Figure 1. Sequential cells grouped by signal name (run 1).
Drawn at 2 px/um. Other sequential cells in the stronger gray, the rest of the logic in the fainter gray.
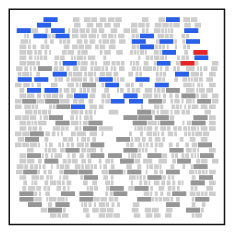
Figure 2. Clock wires, drivers and flops (run 1).
Drawn at 2 px/um.
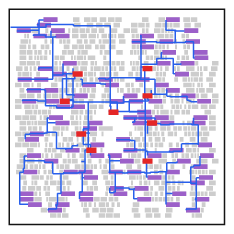
Figure 3. Cell classes on the final placement (run 1).
Drawn at 2 px/um.
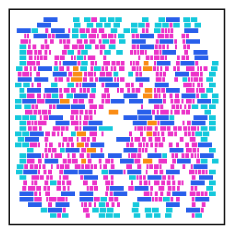
==> src/rtl/pipeline_hazard_ctrl.sv <==
// rtl/pipeline_hazard_ctrl.sv - stall/flush/freeze sequencer for a 5-stage pipeline
// Control outputs are combinational; state and saturating counters are registered.
module pipeline_hazard_ctrl #(
  parameter int CNT_W  = 32,
  parameter int REG_AW = 5
) (
  input  logic              clk_i,
  input  logic              rst_i,
  input  logic              start_i,
  input  logic [REG_AW-1:0] id_rs1_i,
  input  logic [REG_AW-1:0] id_rs2_i,
  input  logic              id_use_rs2_i,
  input  logic              ex_memread_i,
  input  logic [REG_AW-1:0] ex_rd_i,
  input  logic              id_branch_taken_i,
  input  logic              mem_req_i,
  input  logic              mem_ready_i,
  output logic              pc_write_o,
  output logic              if_id_write_o,
  output logic              if_id_flush_o,
  output logic              id_ex_bubble_o,
  output logic              pipe_hold_o,
  output logic              mem_wb_bubble_o,
  output logic [1:0]        state_o,
  output logic [CNT_W-1:0]  stall_cnt_o,
  output logic [CNT_W-1:0]  flush_cnt_o,
  output logic [CNT_W-1:0]  wait_cnt_o
);

  typedef enum logic [1:0] {
    IDLE     = 2'd0,
    RUN      = 2'd1,
    MEM_WAIT = 2'd2
  } state_e;

  localparam logic [CNT_W-1:0] CNT_ONE = {{(CNT_W-1){1'b0}}, 1'b1};

  state_e           state_q, state_d;
  logic [CNT_W-1:0] stall_q, stall_d;
  logic [CNT_W-1:0] flush_q, flush_d;
  logic [CNT_W-1:0] wait_q, wait_d;

  logic lu, mw, active;
  logic pri_wait, pri_stall, pri_flush;

  assign lu = ex_memread_i && (ex_rd_i != '0) &&
              ((ex_rd_i == id_rs1_i) || (id_use_rs2_i && (ex_rd_i == id_rs2_i)));
  assign mw = mem_req_i & ~mem_ready_i;

  assign active    = (state_q == RUN) || (state_q == MEM_WAIT);
  assign pri_wait  = active & mw;
  assign pri_stall = active & ~mw & lu;
  assign pri_flush = active & ~mw & ~lu & id_branch_taken_i;

  // Idle and memory freeze look identical to the datapath: nothing advances.
  assign pc_write_o      = active & ~mw & ~lu;
  assign if_id_write_o   = active & ~mw & ~lu;
  assign if_id_flush_o   = pri_flush;
  assign id_ex_bubble_o  = pri_stall;
  assign pipe_hold_o     = ~active | mw;
  assign mem_wb_bubble_o = ~active | mw;

  assign state_o     = state_q;
  assign stall_cnt_o = stall_q;
  assign flush_cnt_o = flush_q;
  assign wait_cnt_o  = wait_q;

  function automatic logic [CNT_W-1:0] sat_inc(input logic [CNT_W-1:0] v, input logic en);
    return (en && (v != '1)) ? v + CNT_ONE : v;
  endfunction

  always_comb begin
    state_d = state_q;
    case (state_q)
      IDLE:     if (start_i) state_d = RUN;
      RUN: begin
        if (mw)            state_d = MEM_WAIT;
        else if (!start_i) state_d = IDLE;
      end
      MEM_WAIT: if (mem_ready_i) state_d = start_i ? RUN : IDLE;
      default:  state_d = IDLE;
    endcase
  end

  always_comb begin
    stall_d = sat_inc(stall_q, pri_stall);
    flush_d = sat_inc(flush_q, pri_flush);
    wait_d  = sat_inc(wait_q, pri_wait);
  end

  always_ff @(posedge clk_i) begin
    if (rst_i) begin
      state_q <= IDLE;
      stall_q <= '0;
      flush_q <= '0;
      wait_q  <= '0;
    end else begin
      state_q <= state_d;
      stall_q <= stall_d;
      flush_q <= flush_d;
      wait_q  <= wait_d;
    end
  end

endmodule

==> config.mk <==
export PLATFORM = sky130hd
export DESIGN_NAME = pipeline_hazard_ctrl
export DESIGN_NICKNAME = d
export VERILOG_FILES = /design/src/rtl/pipeline_hazard_ctrl.sv
export SDC_FILE = /design/constraint.sdc
export NUM_CORES = 1
export LEC_CHECK = 0
export CAP_MARGIN = 0
export CORE_MARGIN = 2
export CORE_UTILIZATION = 50
export DETAILED_ROUTE_END_ITERATION = 12
export PLACE_DENSITY_LB_ADDON = 0.15
export SLEW_MARGIN = 10
export SYNTH_ARGS = -nofsm -noshare
export SYNTH_HDL_FRONTEND = slang
export SYNTH_SLANG_ARGS = --single-unit
==> constraint.sdc <==
create_clock -name clk_i -period 3.31 [get_ports clk_i]
set_input_delay 0.331 -clock clk_i [delete_from_list [all_inputs] [get_ports clk_i]]
set_output_delay 0.331 -clock clk_i [all_outputs]
set_load 0.01 [all_outputs]
==> GITHUB_STEP_SUMMARY, run 1 <==
## PnR job results

| Metric | Value |
|---|---|
| R2R Path Start | `state_o[1]$_SDFFE_PP0P_` |
| FILL cells | `between 900 and 1000` |
| Top power group | `sequential cells` |
| Pint | `roughly 1.6 mW` |
| Multi-input combinational area share | `0.452` |
| Most frequent cells in the layout | `125 x clkdlybuf4s50_1, 98 x dfxtp_1, 65 x a21oi_1` |
| Total track usage | `0.249` |
| Rows | `37` |
| Pin count of the biggest net entering global routing | `116` |
| Synth Seq Share | `0.371` |
| Logic pwr share | `0.083` |
| CP startpoint kind | `register` |
| Yosys synthesis chip area | `roughly 5300 um^2` |
| WP depth | `9` |
| Final min period | `2.87 ns` |
| Outcome | `finished, final reports clean` |
| Top cell category | `logic gates` |
| DR DRC count | `0` |
| Syn Inst Count | `~670` |
| CTS buffer count | `9` |
| # nets final | `between 800 and 900` |
| Met2 WL | `6890 um` |
| RSZ-0062 raised after global routing | `no` |
| EDFF count, synth | `0` |
| Ys Warns | `0` |
| # diodes | `0` |
| Non-clk bufs | `136` |
| Hold Vio Cnt, Final | `0` |
| Max Cap Viol | `0` |
| Worst slack, placed | `0.353 ns` |
| Setup crit start | `state_o[1]$_SDFFE_PP0P_` |
| Seq pwr share | `0.556` |
| Clk pwr | `0.775 mW` |
| Critical Path AT | `~3.1 ns` |
| H-tree levels | `3` |
| Mapped cell area | `5290 um^2` |
| Iteration-0 DRC Markers | `roughly 330` |
| Worst Path Required | `about 3.5 ns` |
| GRT busiest layer | `met2` |
| Placer Congestion | `0.885` |
| Cycle use final | `0.867` |
| Syn Nets | `697` |
| CTS tree | `done` |
| Final Max Slew Viols | `0` |
| Placed instance area | `6670 um^2` |
| Max incr delay on CP | `around 0.45 ns` |
| Vias | `5545` |
| Placed Instances | `905` |
| Top delay family on crit path | `AND-OR/OR-AND gates` |
| Die Wd | `107 um` |
| # clk buffers | `9` |
| Global-route wire length before repair | `23700 um` |
| GR Util met3 | `0.0371` |
| GR Overflow Total | `0` |
| Reg2reg path depth | `9` |
| Setup_tns | `0 ns` |
| Finished Layout Cells | `921` |
| Post-synth top area cell | `dfxtp_1` |
| Met2 Resource Use GR | `0.412` |
| Top non-seq family | `simple AND/OR/NAND/NOR gates` |
| Clock sink total | `approximately 100` |
| Number of vias per cell | `approximately 6.0` |
| ClkCell Share | `0.0284` |
| Worst slew margin | `0.214` |
| RR Endpoint | `stall_cnt_o[29]$_SDFFE_PP0P_` |
| Die Size | `around 11000 um^2` |
| Post-cts resize count | `0` |
| PortBufs | `126` |
| Top area cell types | `dfxtp_1 37%, a21oi_1 6.2%, or3_1 4.5%` |
| Worst VDD drop | `between 0.2 and 0.25 mV` |
| Crit path buf inv count | `3` |
| Switch Pwr | `slightly below 0.6 mW` |
| Signal inverters | `23` |
| Complex Gates by Area | `0.149` |
| Tool warnings | `31` |
| Crit-path cells | `inv_1 > ha_1 > and2_1 > inv_2 > nor4_1 > o2111ai_1 > buf_4 > o41ai_1 > a21oi_1` |
| Highest metal used | `met4` |
Back to the opening pictures, Figure 1:
- `stall_cnt_o`: blue (placed flops 32)
- `state_o`: red (placed flops 2)
fraction of area in registers: 0.286
register area: 1960 um^2
P_seq: 1.19 mW

Back to the opening pictures, Figure 2:
- clock wires: blue (length 1190 um)
- flip-flops: purple (count 98)
- cells driving clock nets: red (count 9)
- flops lie: widely spread
- routed clock nets: 10
clk_lat worst skew: 0.37 ns
clock group share of total power: 0.362
clk_skew: 0.0188 ns

Back to the opening pictures, Figure 3:
- other buffers and delay cells: cyan (cells 136; share of their area 20%)
- flip-flops: blue (cells 98; share of their area 29%)
- clock drivers and dummy loads: orange (cells 16; share of their area 2.9%)
- all other logic: magenta (cells 535; share of their area 48%)
Core ar.: 10300 um^2
fin area: 6860 um^2

==> inputs of run 2 (changes only) <==
- CTS_CLUSTER_SIZE: unset -> 8
==> GITHUB_STEP_SUMMARY, run 2 <==
## PnR job results

| Metric | Value |
|---|---|
| Outcome | `finished, final reports clean` |
| Finished Layout Cells | `roughly 920` |
| Seq pwr share | `0.556` |
| Highest metal used | `met4` |
| Die Wd | `around 110 um` |
| Most frequent cells in the layout | `125 x clkdlybuf4s50_1, 98 x dfxtp_1, 65 x a21oi_1` |
| Complex Gates by Area | `0.149` |
| Rows | `37` |
| Signal inverters | `23` |
| Critical Path AT | `3.07 ns` |
| Post-synth top area cell | `dfxtp_1` |
| RSZ-0062 raised after global routing | `no` |
| PortBufs | `about 130` |
| Tool warnings | `31` |
| Final Max Slew Viols | `0` |
| Global-route wire length before repair | `between 20000 and 25000 um` |
| Worst slack, placed | `roughly 0.35 ns` |
| R2R Path Start | `state_o[1]$_SDFFE_PP0P_` |
| ClkCell Share | `0.0284` |
| # clk buffers | `9` |
| # nets final | `around 810` |
| Top area cell types | `dfxtp_1 37%, a21oi_1 6.2%, or3_1 4.5%` |
| Setup_tns | `0 ns` |
| Crit path buf inv count | `3` |
| DR DRC count | `0` |
| Cycle use final | `0.867` |
| Crit-path cells | `inv_1 > ha_1 > and2_1 > inv_2 > nor4_1 > o2111ai_1 > buf_4 > o41ai_1 > a21oi_1` |
| Register area | `1960 um^2` |
| Core ar. | `10300 um^2` |
| Share of layout cells above drive strength 1 | `0.0611` |
| GR Util met3 | `0.0371` |
| Top cell category | `logic gates` |
| Die Size | `between 10000 and 15000 um^2` |
| Yosys synthesis chip area | `5290 um^2` |
| Clock group share of total power | `0.362` |
| Iteration-0 DRC Markers | `approximately 330` |
| Syn Inst Count | `667` |
| Total track usage | `0.249` |
| Met2 WL | `between 6000 and 7000 um` |
| Clk_lat worst skew | `about 0.37 ns` |
| Max Cap Viol | `0` |
| Final min period | `2.87 ns` |
| Post-cts resize count | `0` |
| Clk_skew | `0.0188 ns` |
| Worst VDD drop | `0.219 mV` |
| Max incr delay on CP | `approximately 0.45 ns` |
| Top power group | `sequential cells` |
| Fin area | `6860 um^2` |
| Vias | `5545` |
| Clock sink total | `98` |
| Multi-input combinational area share | `0.452` |
| CTS tree | `done` |
| Top delay family on crit path | `AND-OR/OR-AND gates` |
| Clk pwr | `around 0.78 mW` |
| P_seq | `~1.2 mW` |
| GRT busiest layer | `met2` |
| Adder share | `0.0166` |
| GR Overflow Total | `0` |
| WP depth | `9` |
| Pint | `1.56 mW` |
| Ys Warns | `0` |
| Switch Pwr | `around 0.58 mW` |
| CP startpoint kind | `register` |
| Worst slew margin | `0.214` |
| EDFF count, synth | `0` |
| Reg2reg path depth | `9` |
| Met2 Resource Use GR | `0.412` |
| Non-clk bufs | `about 140` |
| Placed instance area | `6670 um^2` |
| Worst Path Required | `3.51 ns` |
| Synth Seq Share | `0.371` |
| Syn Nets | `697` |
| FILL cells | `908` |
| # diodes | `0` |
Figure 4. Sequential cells grouped by signal name (run 2).
Drawn at 2 px/um. Other sequential cells in the stronger gray, the rest of the logic in the fainter gray.
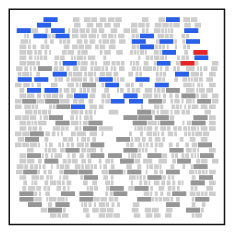
Final Util: 0.668

==> inputs of run 3 (changes only) <==
- CELL_PAD_IN_SITES_DETAIL_PLACEMENT: unset -> 0
- CELL_PAD_IN_SITES_GLOBAL_PLACEMENT: unset -> 1
- CORE_UTILIZATION: 50 -> 36
==> GITHUB_STEP_SUMMARY, run 3 <==
## PnR job results

| Metric | Value |
|---|---|
| Signal inverters | `23` |
| # clk buffers | `14` |
| Setup crit start | `ex_rd_i[3]` |
| Highest metal used | `met4` |
| Crit path buf inv count | `3` |
| Iteration-0 DRC Markers | `386` |
| Top delay family on crit path | `buffers and inverters` |
| Fin area | `6980 um^2` |
| Finished Layout Cells | `969` |
| # diodes | `0` |
| Max incr delay on CP | `between 0.4 and 0.5 ns` |
| Total track usage | `0.198` |
| Clk pwr | `0.963 mW` |
| Share of layout cells above drive strength 1 | `0.0561` |
| Max Cap Viol | `0` |
| P_seq | `1.19 mW` |
| Top cell category | `logic gates` |
| H-tree levels | `3` |
| Switch Pwr | `0.546 mW` |
| Post-synth top area cell | `dfxtp_1` |
| Complex Gates by Area | `0.149` |
| Reg2reg path depth | `6` |
| Post-cts resize count | `0` |
| EDFF count, synth | `0` |
| Met2 WL | `7200 um` |
| Cycle use final | `0.839` |
| Worst Path Required | `around 3 ns` |
| Top area cell types | `dfxtp_1 37%, a21oi_1 6.2%, or3_1 4.5%` |
| Pint | `1.79 mW` |
| Top power group | `sequential cells` |
| CTS tree | `done` |
| Final min period | `between 2 and 3 ns` |
| Placed Instances | `955` |
| Met2 Resource Use GR | `0.315` |
| GR Util met3 | `0.0368` |
| Setup_tns | `0 ns` |
| Top non-seq family | `simple AND/OR/NAND/NOR gates` |
| Die Wd | `approximately 130 um` |
| Worst VDD drop | `0.223 mV` |
| Global-route wire length before repair | `25600 um` |
| Outcome | `finished, final reports clean` |
| Adder share | `0.0166` |
| # nets final | `812` |
| Worst slew margin | `0.233` |
| R2R Path Start | `wait_cnt_o[13]$_SDFFE_PP0P_` |
| Logic pwr share | `0.077` |
| Non-clk bufs | `138` |
| Vias | `5490` |
| Register area | `1960 um^2` |
| GR Overflow Total | `0` |
| Syn Inst Count | `~670` |
| RR Endpoint | `wait_cnt_o[31]$_SDFFE_PP0P_` |
| Mapped cell area | `5290 um^2` |
| DR DRC count | `0` |
| Pin count of the biggest net entering global routing | `101` |
| CTS buffer count | `9` |
| Placed instance area | `approximately 6700 um^2` |
| Fraction of area in registers | `0.281` |
| PortBufs | `126` |
| Clock sink total | `98` |
| Multi-input combinational area share | `0.444` |
| Setup slack, reg-to-reg | `0.67 ns` |
| RSZ-0062 raised after global routing | `no` |
| Ys Warns | `0` |
| WP depth | `6` |
| GRT busiest layer | `met2` |
| Synth Seq Share | `0.371` |
| Die height | `~130 um` |
| Die Size | `between 15000 and 20000 um^2` |
| Clk_lat worst skew | `about 0.35 ns` |
| ClkCell Share | `0.0364` |
| Seq pwr share | `0.511` |
| Critical Path AT | `2.45 ns` |
| Most frequent cells in the layout | `125 x clkdlybuf4s50_1, 98 x dfxtp_1, 65 x a21oi_1` |
| Hold Vio Cnt, Final | `0` |
| Crit-path cells | `clkdlybuf4s50_1 > or2_1 > o41a_1 > nand3_1 > inv_1 > clkdlybuf4s50_1` |
Figure 5. Cell classes on the final placement (run 3).
Drawn at 2 px/um.
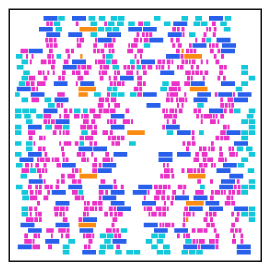
- clock drivers and dummy loads: orange (cells 14; share of their area 3.8%)
- other buffers and delay cells: cyan (cells 138; share of their area 20%)
- all other logic: magenta (cells 535; share of their area 47%)
- flip-flops: blue (cells 98; share of their area 29%)
Final Util: 0.484
Core ar.: 14400 um^2
Rows: 44

Power and IR drop assume default switching activity.
